File: src/rtl/adat_pkg.sv
// Shared types and helpers for the ADAT receive / serial-audio transmit path.
package adat_pkg;

    typedef enum logic [1:0] {
        I2S_STD  = 2'd0,
        I2S_LJ   = 2'd1,
        I2S_TDM  = 2'd2,
        I2S_RSVD = 2'd3
    } i2s_mode_e;

    typedef enum logic {
        TX_IDLE = 1'b0,
        TX_RUN  = 1'b1
    } tx_state_e;

    function automatic int frame_bits(input int channels, input int slot_bits);
        return channels * slot_bits;
    endfunction

endpackage

File: src/rtl/i2s_clk_gen.sv
// BCLK divider: free-runs while the transmitter is active and provides the
// address-issue and falling-edge strobes that pace the serial shifter.
module i2s_clk_gen #(
    parameter int BCLK_DIV = 4
) (
    input  logic clk_i,
    input  logic rst_ni,
    input  logic run_i,
    input  logic load_i,
    input  logic bclk_en_i,
    output logic bclk_o,
    output logic addr_stb_o,
    output logic fall_stb_o
);

    localparam int CNT_W = $clog2(BCLK_DIV);
    localparam logic [CNT_W-1:0] CNT_ONE  = CNT_W'(1);
    localparam logic [CNT_W-1:0] CNT_LAST = CNT_W'(BCLK_DIV - 1);
    localparam logic [CNT_W-1:0] CNT_ADDR = CNT_W'(BCLK_DIV - 2);
    localparam logic [CNT_W-1:0] CNT_HALF = CNT_W'(BCLK_DIV / 2);

    logic [CNT_W-1:0] cnt_reg, cnt_next;
    logic             bclk_reg;

    // Loading at ADDR lets the first address go out one clk after start,
    // so the first falling edge carries bit 0 two clks after start.
    always_comb begin
        cnt_next = '0;
        if (load_i)
            cnt_next = CNT_ADDR;
        else if (run_i)
            cnt_next = (cnt_reg == CNT_LAST) ? '0 : cnt_reg + CNT_ONE;
    end

    always_ff @(posedge clk_i or negedge rst_ni) begin
        if (!rst_ni) begin
            cnt_reg  <= '0;
            bclk_reg <= 1'b0;
        end else begin
            cnt_reg  <= cnt_next;
            bclk_reg <= bclk_en_i && (cnt_next >= CNT_HALF);
        end
    end

    assign bclk_o     = bclk_reg;
    assign addr_stb_o = run_i && (cnt_reg == CNT_ADDR);
    assign fall_stb_o = run_i && (cnt_reg == CNT_LAST);

endmodule

File: src/rtl/i2s_tdm_transmitter.sv
// Serial-audio transmitter (I2S / left-justified / TDM) reading frames from the
// 1-bit-wide circular channel buffer written by the ADAT receiver.
module i2s_tdm_transmitter
    import adat_pkg::*;
#(
    parameter int CIRC_BUF_BITS = 3,
    parameter int CHANNELS      = 8,
    parameter int SLOT_BITS     = 32,
    parameter int BCLK_DIV      = 4
) (
    input  logic                                                    clk_i,
    input  logic                                                    rst_ni,
    input  logic                                                    enable_i,
    input  logic [1:0]                                              mode_i,
    input  logic                                                    resync_req_i,
    input  logic [CIRC_BUF_BITS-1:0]                                last_good_frame_idx_i,
    input  logic                                                    ram_data_i,
    output logic [CIRC_BUF_BITS+$clog2(CHANNELS*SLOT_BITS)-1:0]     ram_read_addr_o,
    output logic                                                    i2s_running_o,
    output logic                                                    i2s_bclk_o,
    output logic                                                    i2s_lrclk_o,
    output logic                                                    i2s_data_ro,
    output logic                                                    underrun_o
);

    localparam int FRAME_BITS = frame_bits(CHANNELS, SLOT_BITS);
    localparam int BIT_W      = $clog2(FRAME_BITS);
    localparam int ADDR_W     = CIRC_BUF_BITS + BIT_W;
    localparam logic [BIT_W-1:0]         BIT_ONE  = BIT_W'(1);
    localparam logic [BIT_W-1:0]         BIT_LAST = BIT_W'(FRAME_BITS - 1);
    localparam logic [CIRC_BUF_BITS-1:0] IDX_ONE  = CIRC_BUF_BITS'(1);
    localparam logic [CIRC_BUF_BITS-1:0] HALF_IDX = CIRC_BUF_BITS'(2 ** (CIRC_BUF_BITS - 1));

    tx_state_e                state_reg, state_next;
    i2s_mode_e                mode_reg, mode_next;
    logic [CIRC_BUF_BITS-1:0] frame_reg, frame_next, frame_new;
    logic [BIT_W-1:0]         fetch_bit_reg, fetch_bit_next;
    logic [BIT_W-1:0]         bit_pos_reg, bit_pos_next;
    logic                     first_reg, first_next;
    logic                     stop_reg, stop_next;
    logic                     running_reg, running_next;
    logic                     lrclk_reg, lrclk_next;
    logic                     data_reg, data_next;
    logic                     underrun_reg, underrun_next;
    logic [ADDR_W-1:0]        addr_reg, addr_next;
    logic                     start, addr_stb, fall_stb;

    // Word-select level for the bit at position b; I2S/TDM lead by one BCLK.
    function automatic logic ws(input logic [BIT_W-1:0] b, input i2s_mode_e m);
        logic [BIT_W-1:0] x;
        x = (m == I2S_LJ) ? b : b + BIT_ONE;
        if (m == I2S_TDM)
            return x == '0;
        return x[BIT_W-1];
    endfunction

    assign start = (state_reg == TX_IDLE) && enable_i && resync_req_i;

    i2s_clk_gen #(.BCLK_DIV(BCLK_DIV)) u_clk_gen (
        .clk_i      (clk_i),
        .rst_ni     (rst_ni),
        .run_i      (state_reg == TX_RUN),
        .load_i     (start),
        .bclk_en_i  (running_next),
        .bclk_o     (i2s_bclk_o),
        .addr_stb_o (addr_stb),
        .fall_stb_o (fall_stb)
    );

    always_comb begin
        state_next     = state_reg;
        mode_next      = mode_reg;
        frame_next     = frame_reg;
        frame_new      = frame_reg + IDX_ONE;
        fetch_bit_next = fetch_bit_reg;
        bit_pos_next   = bit_pos_reg;
        first_next     = first_reg;
        stop_next      = stop_reg;
        running_next   = running_reg;
        lrclk_next     = lrclk_reg;
        data_next      = data_reg;
        addr_next      = addr_reg;
        underrun_next  = 1'b0;

        case (state_reg)
            TX_IDLE: begin
                if (start) begin
                    state_next     = TX_RUN;
                    mode_next      = i2s_mode_e'(mode_i);
                    frame_next     = last_good_frame_idx_i - HALF_IDX;
                    fetch_bit_next = '0;
                    bit_pos_next   = '0;
                    first_next     = 1'b1;
                    stop_next      = 1'b0;
                end
            end
            TX_RUN: begin
                if (addr_stb) begin
                    first_next     = 1'b0;
                    fetch_bit_next = fetch_bit_reg + BIT_ONE;
                    addr_next      = {frame_reg, fetch_bit_reg};
                    // Fetching bit 0 of the next frame: this is where the
                    // boundary decision is made, one clk before the wrap edge.
                    if (fetch_bit_reg == '0 && !first_reg) begin
                        if (!enable_i) begin
                            stop_next = 1'b1;
                        end else begin
                            if (resync_req_i) begin
                                frame_new = last_good_frame_idx_i - HALF_IDX;
                                mode_next = i2s_mode_e'(mode_i);
                            end
                            frame_next    = frame_new;
                            addr_next     = {frame_new, fetch_bit_reg};
                            underrun_next = (frame_new == last_good_frame_idx_i + IDX_ONE);
                        end
                    end
                end
                if (fall_stb) begin
                    data_next = ram_data_i;
                    if (!running_reg) begin
                        running_next = 1'b1;
                        lrclk_next   = ws(bit_pos_reg, mode_reg);
                    end else if (stop_reg && bit_pos_reg == BIT_LAST) begin
                        state_next     = TX_IDLE;
                        mode_next      = I2S_STD;
                        frame_next     = '0;
                        fetch_bit_next = '0;
                        bit_pos_next   = '0;
                        stop_next      = 1'b0;
                        running_next   = 1'b0;
                        lrclk_next     = 1'b0;
                        data_next      = 1'b0;
                        addr_next      = '0;
                    end else begin
                        bit_pos_next = bit_pos_reg + BIT_ONE;
                        lrclk_next   = ws(bit_pos_reg + BIT_ONE, mode_reg);
                    end
                end
            end
            default: state_next = TX_IDLE;
        endcase
    end

    always_ff @(posedge clk_i or negedge rst_ni) begin
        if (!rst_ni) begin
            state_reg     <= TX_IDLE;
            mode_reg      <= I2S_STD;
            frame_reg     <= '0;
            fetch_bit_reg <= '0;
            bit_pos_reg   <= '0;
            first_reg     <= 1'b0;
            stop_reg      <= 1'b0;
            running_reg   <= 1'b0;
            lrclk_reg     <= 1'b0;
            data_reg      <= 1'b0;
            addr_reg      <= '0;
            underrun_reg  <= 1'b0;
        end else begin
            state_reg     <= state_next;
            mode_reg      <= mode_next;
            frame_reg     <= frame_next;
            fetch_bit_reg <= fetch_bit_next;
            bit_pos_reg   <= bit_pos_next;
            first_reg     <= first_next;
            stop_reg      <= stop_next;
            running_reg   <= running_next;
            lrclk_reg     <= lrclk_next;
            data_reg      <= data_next;
            addr_reg      <= addr_next;
            underrun_reg  <= underrun_next;
        end
    end

    assign ram_read_addr_o = addr_reg;
    assign i2s_running_o   = running_reg;
    assign i2s_lrclk_o     = lrclk_reg;
    assign i2s_data_ro     = data_reg;
    assign underrun_o      = underrun_reg;

endmodule
File: config.mk
export PLATFORM = sky130hd
export DESIGN_NAME = i2s_tdm_transmitter
export DESIGN_NICKNAME = d
export VERILOG_FILES = /design/src/rtl/adat_pkg.sv /design/src/rtl/i2s_clk_gen.sv /design/src/rtl/i2s_tdm_transmitter.sv
export SDC_FILE = /design/constraint.sdc
export NUM_CORES = 1
export LEC_CHECK = 0
export CAP_MARGIN = 20
export CORE_MARGIN = 3
export CORE_UTILIZATION = 58
export CTS_BUF_LIST = sky130_fd_sc_hd__clkbuf_4 sky130_fd_sc_hd__clkbuf_8
export DETAILED_ROUTE_END_ITERATION = 6
export PLACE_DENSITY = 0.81
export SLEW_MARGIN = 25
export SYNTH_ARGS = -nofsm -noshare
export SYNTH_HDL_FRONTEND = slang
export SYNTH_HIERARCHICAL = 1
export SYNTH_SLANG_ARGS = --single-unit
File: constraint.sdc
create_clock -name clk_i -period 5.1 [get_ports clk_i]
set_input_delay 1.02 -clock clk_i [delete_from_list [all_inputs] [get_ports clk_i]]
set_output_delay 1.02 -clock clk_i [all_outputs]
set_load 0.03 [all_outputs]
==> results.sh <==
# yosys + openroad results
export IMPL_synth_area_um2=2500
export IMPL_rrSetupSlack_ps=2530
export IMPL_drive_above_1_share_pct=6.19
export IMPL_drc=0
export IMPL_worst_pin_slew_ps=896
export IMPL_cpPeakStageDelay_ps=660
export IMPL_cpMaxStageDelayCell="clkdlybuf4s50_1"
export IMPL_ir_drop_mv=0.250
export IMPL_cts_made_buffers=5
export IMPL_design_core_area_um2=4090
export IMPL_power_density_nw_per_um2=440
export IMPL_fin_ws_ps=2470
export IMPL_totalWireLength_mm=5.52
export IMPL_async_flop_share_pct=100
export IMPL_wl_per_cell_um=16.2
export IMPL_h_tree_depth=2
export IMPL_top_cells_by_area="dfrtp_1 (42%), o21ai_0 (5.4%), nand2_1 (5.0%)"
export IMPL_dp_worst_setup_slack_ps=2140
export IMPL_grt_pass1_vias=2046
export IMPL_dp_hpwl_mm=3.94
export IMPL_slew_viol_final=0
export IMPL_grt_pass1_wl_mm=9.52
export IMPL_fin_crit_sh_pct=51.6
export IMPL_yosys_area_um2=2500
export IMPL_fp_row_count=23
export IMPL_antenna_found_initial=0
export IMPL_first_pass_iters=4
export IMPL_synthCells=272
export IMPL_clock_latency_ps=300
export IMPL_hold_path_class="reg2reg"
export IMPL_edf_count=0
export IMPL_critPathMaxFanout=10
export IMPL_ys_warn_count=6
export IMPL_crit_top_cell="nor2_1"
export IMPL_area_growth_syn_to_layout_pct=13.7
export IMPL_cts_path_max_buffers=2
export IMPL_ys_ff=42
export IMPL_finish_net_count=309
export IMPL_largest_register_ff_count=11
export IMPL_finalHoldViolations=0
export IMPL_clkTransAtPathRegs_ps=80
export IMPL_crit_chain="clkdlybuf4s50_1, nand2_1, nor2_1, nor2_1, a21oi_1, o22ai_1"
export IMPL_crit_type="in2reg"
export IMPL_antenna_cells=0
export IMPL_track_usage_pct=23.3
export IMPL_cts_sinks=42
export IMPL_die_width_um=71.7
export IMPL_start_kind="input port"
export IMPL_drv_cap=0
export IMPL_rsz0062_at_grt="no"
export IMPL_initialDrtViolationCount=127
export IMPL_status="finished clean"
export IMPL_flop_cell="dfrtp_1"
export IMPL_cts_resized=0
export IMPL_ys_cells=272
export IMPL_synth_cell_types=53
export IMPL_fmax_mhz=380
export IMPL_cp_required_ps=5270
export IMPL_syn_area_per_cell_um2=9.20
export IMPL_cts_setup_buffers=0
export IMPL_fin_area_um2=2850
export IMPL_initCoreUtil_pct=61.2
export IMPL_cp_data_arrival_time_ps=2800
export IMPL_root_buffer="clkbuf_8"
export IMPL_via_count=2068
export IMPL_via_per_inst=6.06
[cells in the mapped netlist (2+ instances only)]
library cell and instances:
a21oi_1 15, nand3_1 8, nand4_1 3, and3_1 5, mux2i_1 4, xnor2_1 11, o21a_1 2, dfrtp_1 42
nand2b_1 4, and4b_1 2, nor2b_1 3, buf_4 3, a31oi_1 2, buf_2 4, ha_1 9, and4_1 3
nand2_1 33, xor2_1 6, or4_1 2, o41ai_1 2, o22ai_1 3, and2_1 4, a211oi_1 4, nor3_1 3
a22o_1 10, o31ai_1 2, nor2_1 18, a21boi_0 2, o21ai_0 27, inv_1 8, clkbuf_1 5, a31o_2 2
[kinds of logic (layout without fill, tap and decap cells)]
| group | Yosys count | after routing | synth area share, % |
|---|---|---|---|
| buffers and inverters | 22 | 41 | 4.30 |
| adders and majority gates | 9 | 9 | 4.50 |
| xor gates and xnor gates | 17 | 17 | 5.95 |
| DFF | 42 | 42 | 42.0 |
| and+or+nand+nor | 96 | 96 | 20.2 |
| AOI/OAI and AO/OA | 81 | 81 | 21.1 |
| muxes | 5 | 5 | 2.05 |
[placed cells by master (no fill, tap or decap), types with 5 or more instances in the layout]
cell | netlist | routed
dfrtp_1 | 42 | 42
nor2_1 | 18 | 18
xnor2_1 | 11 | 11
inv_1 | 8 | 8
clkbuf_8 | 0 | 8
o21ai_0 | 27 | 27
nand3_1 | 8 | 8
a21oi_1 | 15 | 15
xor2_1 | 6 | 6
ha_1 | 9 | 9
clkdlybuf4s50_1 | 0 | 24
nand2_1 | 33 | 33
a22o_1 | 10 | 10
and3_1 | 5 | 5
[worst paths after layout]
| kind | startpoint | end | depth (start not counted) |
|---|---|---|---|
| setup / recovery | resync_req_i | stop_reg | 6 |
| hold / removal | ram_read_addr_o[8] | ram_read_addr_o[8] | 2 |
| setup reg to reg | bit_pos_reg[0] | mode_reg[0] | 7 |
| hold reg to reg | ram_read_addr_o[8] | ram_read_addr_o[8] | 2 |
| max in group asynchronous | rst_ni | ram_read_addr_o[4] | 1 |
| min in group asynchronous | rst_ni | underrun_o | 1 |
[critical path: cells and delay by family]
family                 cells  cell delay, ps
AOI/OAI and AO/OA          2             480
and+or+nand+nor            3             650
buffers and inverters      1             660
[routing by layer]
layer / GRT usage, % / routed length (um) / up-vias
met5: 0 / 0 / -
met4: 7.72 / 54 / 0
met3: 4.91 / 276 / 6
met2: 36.4 / 2650 / 53
met1: 32.4 / 2550 / 991
li1: - / - / 1018
[power by group]
part	internal [uW]	total, uW	switching [uW]	leakage (uW)
combinational	204	456	252	0.000694
sequential	424	544	120	0.000509
clock	137	253	116	0.0000575
[stage by stage]
step | hold slack [ps] | power [uW]
after floorplan | 454 | 861
after global placement | 470 | 989
after detailed placement | 475 | 1000
after CTS | 493 | 1250
after global routing | 507 | 1340
final | 491 | 1250
[final cells by class]
class	instances	area (um2)	area share, %
tap	50	62.6	2.20
clock buffer	8	110	3.87
timing repair buffer	25	245	8.62
multi-input combinational	208	1350	47.3
sequential	42	1050	36.9
inverter	8	30.0	1.05
==> images/flops_by_reg.png <==
(4 px per um)
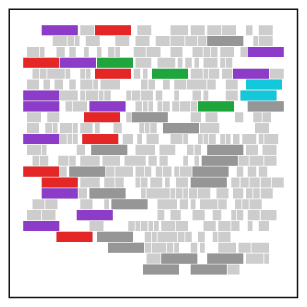
[cyan] `mode_reg` | sequential cells: 2
[red] `fetch_bit_reg` | sequential cells: 8
[green] `frame_reg` | sequential cells: 3
[purple] `ram_read_addr_o` | sequential cells: 11
not colored: 18
Seq power: 544 uW
fin util: 69.7%
register area: 1050 um2

==> images/io_fan.png <==
(6 px per um)
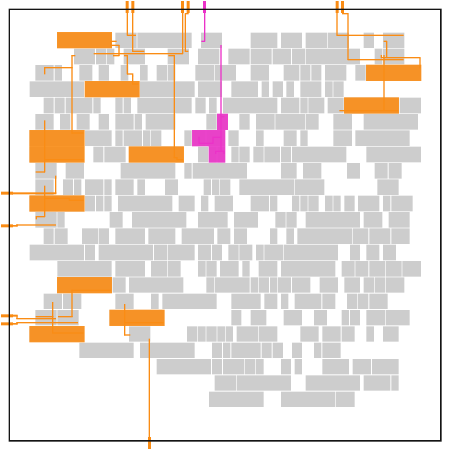
[orange] `ram_read_addr_o` | bits: 11 | direction: output | end cells: 11 | buffers: 11 | wire: 281 um
[magenta] `enable_i` | bits: 1 | direction: input | end cells: 5 | buffers: 1 | wire: 31.4 um
IO Count: 26
port bufs: 25

==> images/placement.png <==
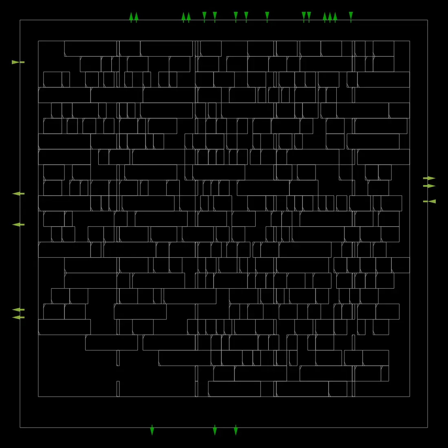
Finished Layout Cells: 341
seq_cells: 42

==> images/clk_routes.png <==
(4 px per um)
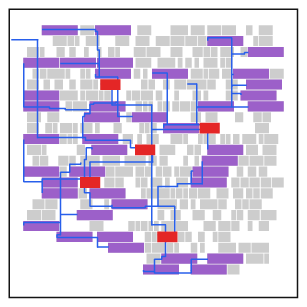
[red] clock drivers | count: 5
[purple] flip-flops | count: 42
[blue] clock wires | length: 548 um
flops lie: widely spread

Power is estimated from default activity; no workload was simulated.
